--- src/rtl/mul_result_stage.sv ---
// mul_result_stage
//   Result stage behind the combinational 16x16 Booth multiplier. Each
//   accepted product is registered together with its negative/zero flags and
//   an opaque tag in a 2-entry FIFO (skid buffer). The buffer presents the
//   oldest entry to the ALU writeback path on a valid/ready interface.
//   There is no combinational path from the in_* side to the out_* side.
//
// Handshake: a transfer happens on a rising edge where valid and ready are
//   both 1. Valid never waits for ready. in_ready is a function of the
//   registered occupancy only, so it never depends on out_ready.
//
// Ports
//   clk, rst_n       clock, asynchronous active-low reset
//   in_valid/ready   upstream handshake
//   in_prod          product from the multiplier (PROD_W bits)
//   in_signed        product came from a signed multiply
//   in_tag           tag carried with the result (TAG_W bits)
//   out_valid/ready  downstream handshake
//   out_prod/neg/zero/tag  head entry payload
//   done_cnt         saturating count of output handshakes (CNT_W bits)
//   stall_cnt        saturating count of cycles with out_valid & !out_ready
//                    (present only when MUL_RESULT_STALL_CNT_EN is defined)
//
// Optional feature macro: MUL_RESULT_STALL_CNT_EN
module mul_result_stage #(
    parameter int PROD_W = 32,
    parameter int TAG_W  = 4,
    parameter int CNT_W  = 16
) (
    input  logic              clk,
    input  logic              rst_n,
    input  logic              in_valid,
    output logic              in_ready,
    input  logic [PROD_W-1:0] in_prod,
    input  logic              in_signed,
    input  logic [TAG_W-1:0]  in_tag,
    output logic              out_valid,
    input  logic              out_ready,
    output logic [PROD_W-1:0] out_prod,
    output logic              out_neg,
    output logic              out_zero,
    output logic [TAG_W-1:0]  out_tag,
`ifdef MUL_RESULT_STALL_CNT_EN
    output logic [CNT_W-1:0]  stall_cnt,
`endif
    output logic [CNT_W-1:0]  done_cnt
);

    // The state is the occupancy itself (0, 1 or 2 entries held).
    typedef enum logic [1:0] {
        EMPTY = 2'd0,
        ONE   = 2'd1,
        FULL  = 2'd2
    } state_t;

    state_t state;
    state_t state_next;

    logic push;
    logic pop;
    logic wr_ptr;
    logic rd_ptr;
    logic neg_in;
    logic zero_in;

    logic [PROD_W-1:0] mem_prod [2];
    logic              mem_neg  [2];
    logic              mem_zero [2];
    logic [TAG_W-1:0]  mem_tag  [2];

    assign push = in_valid & in_ready;
    assign pop  = out_valid & out_ready;

    // Flags are frozen at push time; an unsigned product is never negative.
    assign neg_in  = in_signed & in_prod[PROD_W-1];
    assign zero_in = (in_prod == '0);

    // ---------------- state register ----------------
    always_ff @(posedge clk or negedge rst_n) begin
        if (!rst_n) begin
            state <= EMPTY;
        end else begin
            state <= state_next;
        end
    end

    // ---------------- next-state logic ----------------
    always_comb begin
        state_next = state;
        case (state)
            EMPTY: if (push) state_next = ONE;
            ONE: begin
                if (push && !pop)      state_next = FULL;
                else if (pop && !push) state_next = EMPTY;
            end
            FULL:  if (pop) state_next = ONE;
            default: state_next = EMPTY;
        endcase
    end

    // ---------------- output logic ----------------
    always_comb begin
        in_ready  = 1'b1;
        out_valid = 1'b0;
        case (state)
            EMPTY: begin
                in_ready  = 1'b1;
                out_valid = 1'b0;
            end
            ONE: begin
                in_ready  = 1'b1;
                out_valid = 1'b1;
            end
            FULL: begin
                in_ready  = 1'b0;
                out_valid = 1'b1;
            end
            default: begin
                in_ready  = 1'b1;
                out_valid = 1'b0;
            end
        endcase
    end

    // ---------------- storage and pointers ----------------
    // Storage is cleared on reset so the head payload reads as zero
    // immediately, not just once out_valid rises.
    always_ff @(posedge clk or negedge rst_n) begin
        if (!rst_n) begin
            wr_ptr <= 1'b0;
            rd_ptr <= 1'b0;
            for (int i = 0; i < 2; i++) begin
                mem_prod[i] <= '0;
                mem_neg[i]  <= 1'b0;
                mem_zero[i] <= 1'b0;
                mem_tag[i]  <= '0;
            end
        end else begin
            if (push) begin
                mem_prod[wr_ptr] <= in_prod;
                mem_neg[wr_ptr]  <= neg_in;
                mem_zero[wr_ptr] <= zero_in;
                mem_tag[wr_ptr]  <= in_tag;
                wr_ptr           <= ~wr_ptr;
            end
            if (pop) begin
                rd_ptr <= ~rd_ptr;
            end
        end
    end

    assign out_prod = mem_prod[rd_ptr];
    assign out_neg  = mem_neg[rd_ptr];
    assign out_zero = mem_zero[rd_ptr];
    assign out_tag  = mem_tag[rd_ptr];

    // ---------------- counters ----------------
    always_ff @(posedge clk or negedge rst_n) begin
        if (!rst_n) begin
            done_cnt <= '0;
        end else if (pop && (done_cnt != '1)) begin
            done_cnt <= done_cnt + 1'b1;
        end
    end

`ifdef MUL_RESULT_STALL_CNT_EN
    always_ff @(posedge clk or negedge rst_n) begin
        if (!rst_n) begin
            stall_cnt <= '0;
        end else if (out_valid && !out_ready && (stall_cnt != '1)) begin
            stall_cnt <= stall_cnt + 1'b1;
        end
    end
`endif

endmodule

--- config.mk ---
export PLATFORM = sky130hd
export DESIGN_NAME = mul_result_stage
export DESIGN_NICKNAME = d
export VERILOG_FILES = /design/src/rtl/mul_result_stage.sv
export SDC_FILE = /design/constraint.sdc
export NUM_CORES = 1
export LEC_CHECK = 0
export CAP_MARGIN = 30
export CORE_AREA = 4 4 86 128
export DETAILED_ROUTE_END_ITERATION = 8
export DIE_AREA = 0 0 90 132
export PLACE_DENSITY = 0.71
export SLEW_MARGIN = 20
export SYNTH_ARGS = -nofsm -noshare
export SYNTH_HDL_FRONTEND = slang
export SYNTH_SLANG_ARGS = --single-unit
--- constraint.sdc ---
create_clock -name clk -period 3.4 [get_ports clk]
set_input_delay 0.68 -clock clk [delete_from_list [all_inputs] [get_ports clk]]
set_output_delay 0.68 -clock clk [all_outputs]
set_load 0.01 [all_outputs]
**Run 1: clock nets**

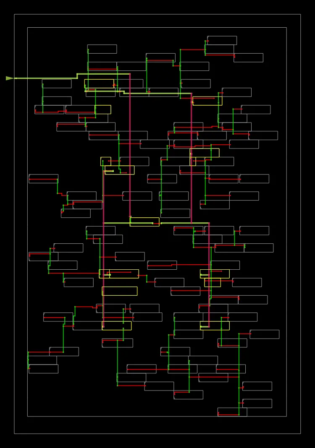
clk_lat worst skew: 0.34 ns
Flop Count: 96

**Run 1: sequential cells grouped by signal name**

The bar under the picture is 20 um long. Other sequential cells in the stronger gray, the rest of the logic in the fainter gray.
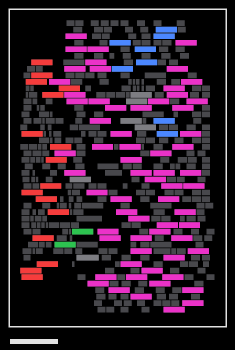
Magenta shows `mem_prod`, sequential cells 64. Green shows `state`, sequential cells 2. Blue shows `mem_tag`, sequential cells 8. Red shows `done_cnt`, sequential cells 16.

**Run 1: pin placement**

The bar under the picture is 20 um long. Pins as bars across the die edge, other pins in gray.
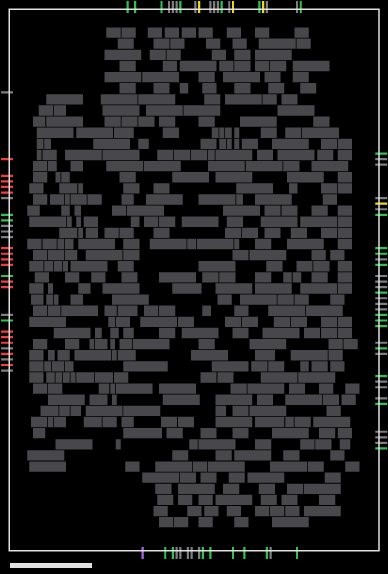
Green shows `out_prod`, pins 32, direction output, edge 13 east, 8 south, 7 north, 4 west. Purple shows `in_ready`, pins 1, direction output, edge south. Red shows `done_cnt`, pins 16, direction output, edge west. Yellow shows `in_tag`, pins 4, direction input, edge 3 north, 1 east.
All pins by edge: 33 east, 29 west, 20 north, 15 south.
die span in y: 132 um
die width: 90 um
Port Buffers: 96

==> out/metrics.csv, run 1 <==
stage,metric,value,unit
final_layout,"Most flops, register",mem_prod,
final_layout,"non-filler cells, final",534,
final_layout,logic area,0.00187,mm^2
critical_path,crit path DRT,2.72,ns
critical_path,Worst Reg2Reg Path Length in Cells,6,
routing,Total Wirelength,9.39,mm
die,Die Size,0.0119,mm^2
final_layout,Leading cell kind,registers,
routing,met2 WL,4.82,mm
final_layout,fraction of area in registers,41.6,%
final_layout,Commonest Layout Cell,mux2_2,
routing,Initial DRC Count,63,
timing,max-slew violations,0,
routing,remaining antenna violation count,0,
placement,placed instance area,0.00545,mm^2
global_route,global-route usage over all layers,16.8,%
status,status,"finished, final reports clean",
synthesis,cell taking the most area after synthesis,dfrtp_1,
timing,Fin. Hold Viols,0,
timing,final worst-path cycle share,86.5,%
synthesis,synthesized area,0.00435,mm^2
synthesis,ys async rst share,100,%
run,tool warning count,29,
placement,pre-CTS setup slack,0.722,ns
timing,fmax,0.340,GHz
routing,Avg WL per Cell,17.6,um
routing,drt drc,0,
die,n_taps,117,
die,FP Core Util,43.7,%
critical_path,Worst Path Buf+Inv,1,
clocking,"Gates resized, CTS repair",0,
synthesis,Top non-seq family,multiplexers,
placement,Placer Congestion,0.767,
critical_path,"CP delay by family, top",flip-flops,
timing,Max transition margin,36.9,%
routing,met1 WL,3.88,mm
final_layout,Layout clock buffers,11,
final_layout,fillers,818,
final_layout,Multi-In Gates,198,
synthesis,Syn Nets,360,
critical_path,Critical Path Max Stage Delay,0.97,ns
global_route,GR Util met2,29.0,%
synthesis,Cells after Synth,313,
synthesis,aoi share,0.978,%
die,Placeable Area,0.00997,mm^2
synthesis,yosys stat chip area,0.00435,mm^2
synthesis,Post-synth top flop,dfrtp_1,
clocking,CTS Sinks,96,
synthesis,Ys Warns,0,
critical_path,crit-path cells,mux2_2 -> clkdlybuf4s50_1,
final_layout,logic share of the area,32.4,%
clocking,clk slew on worst S/H paths,0.07,ns
die,site row count,45,
final_layout,non-clock buffer total of the final layout,102,
final_layout,number of inserted diodes,0,
synthesis,Max-area cell share,55.2,%
synthesis,"mux frac, synth",29.7,%
final_layout,Final Util,58.0,%
timing,Slew @ Worst Pin,0.946,ns
**Run 1: layout detail**

The bar under the picture is 20 um long. Window x 20 to 70, y 67 to 117 um. Cells in gray, sequential cells in the stronger gray; small squares are vias.
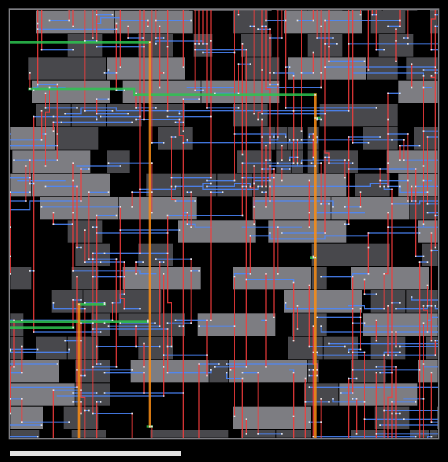

==> run 2, diff against run 1 <==
--- a/config.mk
+++ b/config.mk
@@ -6,10 +6,12 @@
 export NUM_CORES = 1
 export LEC_CHECK = 0
 export CAP_MARGIN = 30
-export CORE_AREA = 4 4 86 128
+export CELL_PAD_IN_SITES_DETAIL_PLACEMENT = 2
+export CELL_PAD_IN_SITES_GLOBAL_PLACEMENT = 2
+export CORE_AREA = 4 4 94 140
 export DETAILED_ROUTE_END_ITERATION = 8
-export DIE_AREA = 0 0 90 132
-export PLACE_DENSITY = 0.71
+export DIE_AREA = 0 0 98 144
+export PLACE_DENSITY = 0.84
 export SLEW_MARGIN = 20
 export SYNTH_ARGS = -nofsm -noshare
 export SYNTH_HDL_FRONTEND = slang
==> constraint.sdc (replaced) <==
create_clock -name clk -period 3.4 [get_ports clk]
set_input_delay 0.68 -clock clk [delete_from_list [all_inputs] [get_ports clk]]
set_output_delay 0.68 -clock clk [all_outputs]
set_load 0.1 [all_outputs]
**Run 2: layout detail**

The bar under the picture is 20 um long. Window x 24 to 74, y 76 to 126 um. Cells in gray, sequential cells in the stronger gray; small squares are vias.
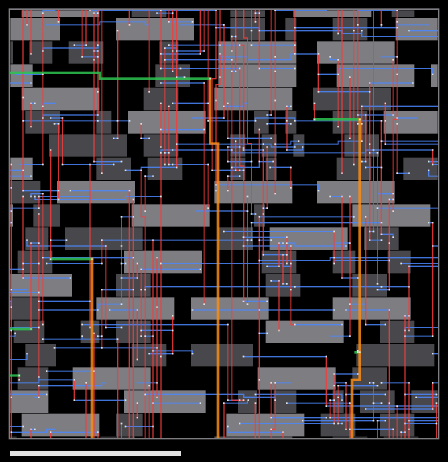
Orange shows met4. Green shows met3. Blue shows met1. Red shows met2.
87 logic cells have their middle in the window. Most frequent: mux2_2 (29), dfrtp_1 (27). Sequential cells in the window: 28. Netlist names of flops here include `mem_prod` (20), `mem_tag` (3), `mem_neg` (2).

==> out/metrics.csv, run 2 <==
stage,metric,value,unit,change
status,status,"finished, final reports clean",,
final_layout,Final Util,47.4,%,-11 points
die,die width,98,um,+8.9%
final_layout,post-layout net count,460,,
synthesis,Top non-seq family,multiplexers,,
final_layout,Multi-In Gates,198,,unchanged
critical_path,Setup crit end kind,output pin,,
synthesis,Syn Nets,360,,unchanged
synthesis,synthesized area,0.00435,mm^2,unchanged
routing,Initial DRC Count,40,,-37%
placement,Placer Congestion,0.767,,about the same
routing,remaining antenna violation count,0,,unchanged
synthesis,Max-area cell share,55.2,%,unchanged
routing,drt drc,0,,unchanged
critical_path,Reg2Reg Setup Slack,1.26,ns,
critical_path,Worst Path Buf+Inv,2,,+1
synthesis,ys async rst share,100,%,unchanged
routing,met1 WL,4.43,mm,+14%
die,die span in y,144,um,+9.1%
final_layout,number of inserted diodes,0,,unchanged
clocking,clk slew on worst S/H paths,0.07,ns,about the same
synthesis,Post-synth top flop,dfrtp_1,,
run,tool warning count,29,,unchanged
critical_path,Worst Reg2Reg Path Length in Cells,6,,unchanged
die,FP Core Util,36.4,%,-7.3 points
clocking,Num CTS Buffers,9,,
clocking,htree depth,3,,
clocking,post-CTS setup buffer count,0,,
timing,unrepaired setup endpoints after global routing,no,,
final_layout,Layout clock buffers,10,,-1
timing,fmax,0.393,GHz,+16%
synthesis,Ys Warns,0,,unchanged
global_route,GR Util met2,30.3,%,+1.3 points
timing,max-slew violations,0,,unchanged
final_layout,logic area,0.00187,mm^2,unchanged
final_layout,fraction of area in registers,42.4,%,+0.76 points
final_layout,non-clock buffer total of the final layout,102,,unchanged
clocking,clk_lat worst skew,0.34,ns,about the same
final_layout,"non-filler cells, final",571,,+6.9%
clocking,"Gates resized, CTS repair",0,,unchanged
final_layout,"Most flops, register",mem_prod,,
placement,Port Buffers,96,,unchanged
routing,met2 WL,6.10,mm,+27%
timing,Slew @ Worst Pin,0.797,ns,-0.149 ns
global_route,global-route usage over all layers,16.9,%,+0.11 points
timing,final worst-path cycle share,74.7,%,-12 points
synthesis,"top cells, area","dfrtp_1 (55%), mux2_2 (29%), xor2_1 (2.8%)",,
die,Placeable Area,0.0120,mm^2,+20%
critical_path,Critical Path Max Stage Delay,0.65,ns,-0.32 ns
synthesis,aoi share,0.978,%,unchanged
final_layout,Leading cell kind,registers,,
die,Die Size,0.0141,mm^2,+19%
die,site row count,49,,+8.9%
synthesis,"mux frac, synth",29.7,%,unchanged
critical_path,"CP delay by family, top",flip-flops,,
final_layout,fillers,1179,,+44%
routing,Total Wirelength,11.3,mm,+20%
timing,Setup TNS Final,0,ns,
final_layout,logic share of the area,33.0,%,+0.59 points
synthesis,cell taking the most area after synthesis,dfrtp_1,,
clocking,CTS Sinks,96,,unchanged
final_layout,max reg flops,64,,
global_route,pin count of the biggest net entering global routing,62,,
synthesis,Cells after Synth,313,,unchanged
critical_path,RR Endpoint,done_cnt[12],,
critical_path,crit-path cells,buf_12 -> mux2_2 -> buf_4,,
routing,Avg WL per Cell,19.8,um,+13%
placement,pre-CTS setup slack,0.795,ns,+0.0732 ns
critical_path,crit path DRT,2.72,ns,about the same
synthesis,yosys stat chip area,0.00435,mm^2,unchanged
placement,placed instance area,0.00538,mm^2,-1.4%
final_layout,Flop Count,96,,unchanged
timing,Max transition margin,46.9,%,+9.9 points
final_layout,Commonest Layout Cell,mux2_2,,
**Run 2: sequential cells grouped by signal name**

The bar under the picture is 20 um long. Other sequential cells in the stronger gray, the rest of the logic in the fainter gray.
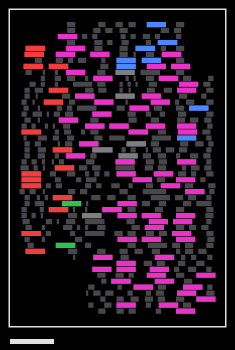

==> run 3, diff against run 2 <==
--- a/config.mk
+++ b/config.mk
@@ -8,10 +8,10 @@
 export CAP_MARGIN = 30
 export CELL_PAD_IN_SITES_DETAIL_PLACEMENT = 2
 export CELL_PAD_IN_SITES_GLOBAL_PLACEMENT = 2
-export CORE_AREA = 4 4 94 140
+export CORE_AREA = 4 4 102 153
 export DETAILED_ROUTE_END_ITERATION = 8
-export DIE_AREA = 0 0 98 144
-export PLACE_DENSITY = 0.84
+export DIE_AREA = 0 0 106 157
+export PLACE_DENSITY = 0.75
 export SLEW_MARGIN = 20
 export SYNTH_ARGS = -nofsm -noshare
 export SYNTH_HDL_FRONTEND = slang
==> constraint.sdc (replaced) <==
create_clock -name clk -period 2.06 [get_ports clk]
set_input_delay 0.412 -clock clk [delete_from_list [all_inputs] [get_ports clk]]
set_output_delay 0.412 -clock clk [all_outputs]
set_load 0.1 [all_outputs]
**Run 3: sequential cells grouped by signal name**

The bar under the picture is 20 um long. Other sequential cells in the stronger gray, the rest of the logic in the fainter gray.
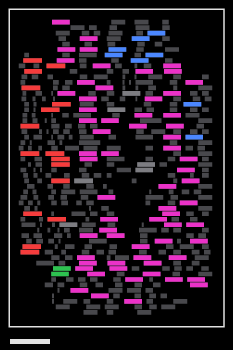
Magenta shows `mem_prod`, sequential cells 64. Green shows `state`, sequential cells 2. Red shows `done_cnt`, sequential cells 16. Blue shows `mem_tag`, sequential cells 8.
Another 6 sequential cells are not colored.
fraction of area in registers: 37.8%
Final Util: 44.8%
register area: 0.00242 mm^2

==> out/metrics.csv, run 3 <==
stage,metric,value,unit,change
status,status,"finished, final reports clean",,
synthesis,synthesized area,0.00435,mm^2,unchanged
final_layout,post-layout net count,471,,+2.4%
clocking,clk_lat worst skew,0.34,ns,about the same
synthesis,Max-area cell share,55.2,%,unchanged
routing,Total Wirelength,11.9,mm,+5.2%
routing,Avg WL per Cell,19.0,um,-3.9%
routing,met1 WL,4.37,mm,-1.4%
synthesis,"top cells, area","dfrtp_1 (55%), mux2_2 (29%), xor2_1 (2.8%)",,
synthesis,cell taking the most area after synthesis,dfrtp_1,,
final_layout,"non-filler cells, final",625,,+9.5%
global_route,global-route usage over all layers,15.1,%,-1.8 points
routing,drt drc,0,,unchanged
timing,fmax,0.509,GHz,
final_layout,Commonest Layout Cell,mux2_2,,
run,tool warning count,29,,unchanged
timing,Slew @ Worst Pin,0.499,ns,-0.298 ns
timing,final worst-path cycle share,95.4,%,
critical_path,Critical Path Max Stage Delay,0.40,ns,-0.25 ns
critical_path,crit-path cells,buf_6 -> mux2_2 -> buf_12,,
routing,Initial DRC Count,41,,+2.5%
die,die width,106,um,+8.2%
synthesis,Ys Warns,0,,unchanged
final_layout,fillers,1406,,+19%
timing,Max transition margin,66.4,%,+20 points
placement,Placer Congestion,0.767,,about the same
final_layout,Multi-In Gates,198,,unchanged
critical_path,Setup crit end kind,output pin,,
die,die span in y,157,um,+9.0%
critical_path,crit path DRT,1.65,ns,-1.07 ns
final_layout,number of inserted diodes,0,,unchanged
timing,max-slew violations,0,,unchanged
critical_path,RR Endpoint,done_cnt[14],,
timing,unrepaired setup endpoints after global routing,no,,
final_layout,non-clock buffer total of the final layout,113,,+11%
final_layout,Flop Count,96,,unchanged
critical_path,Worst Path Buf+Inv,2,,unchanged
die,Die Size,0.0166,mm^2,+18%

==> gallery <==
Met1 routing.
The bar under the picture is 20 um long.
(a)
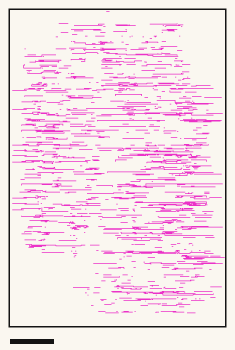
(b)
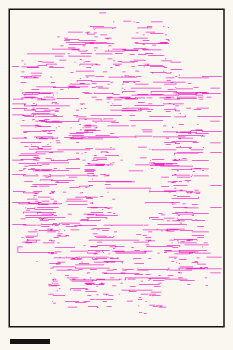
Run 2 is (a).
Run 3 is (b).
Of these, largest die: (b)

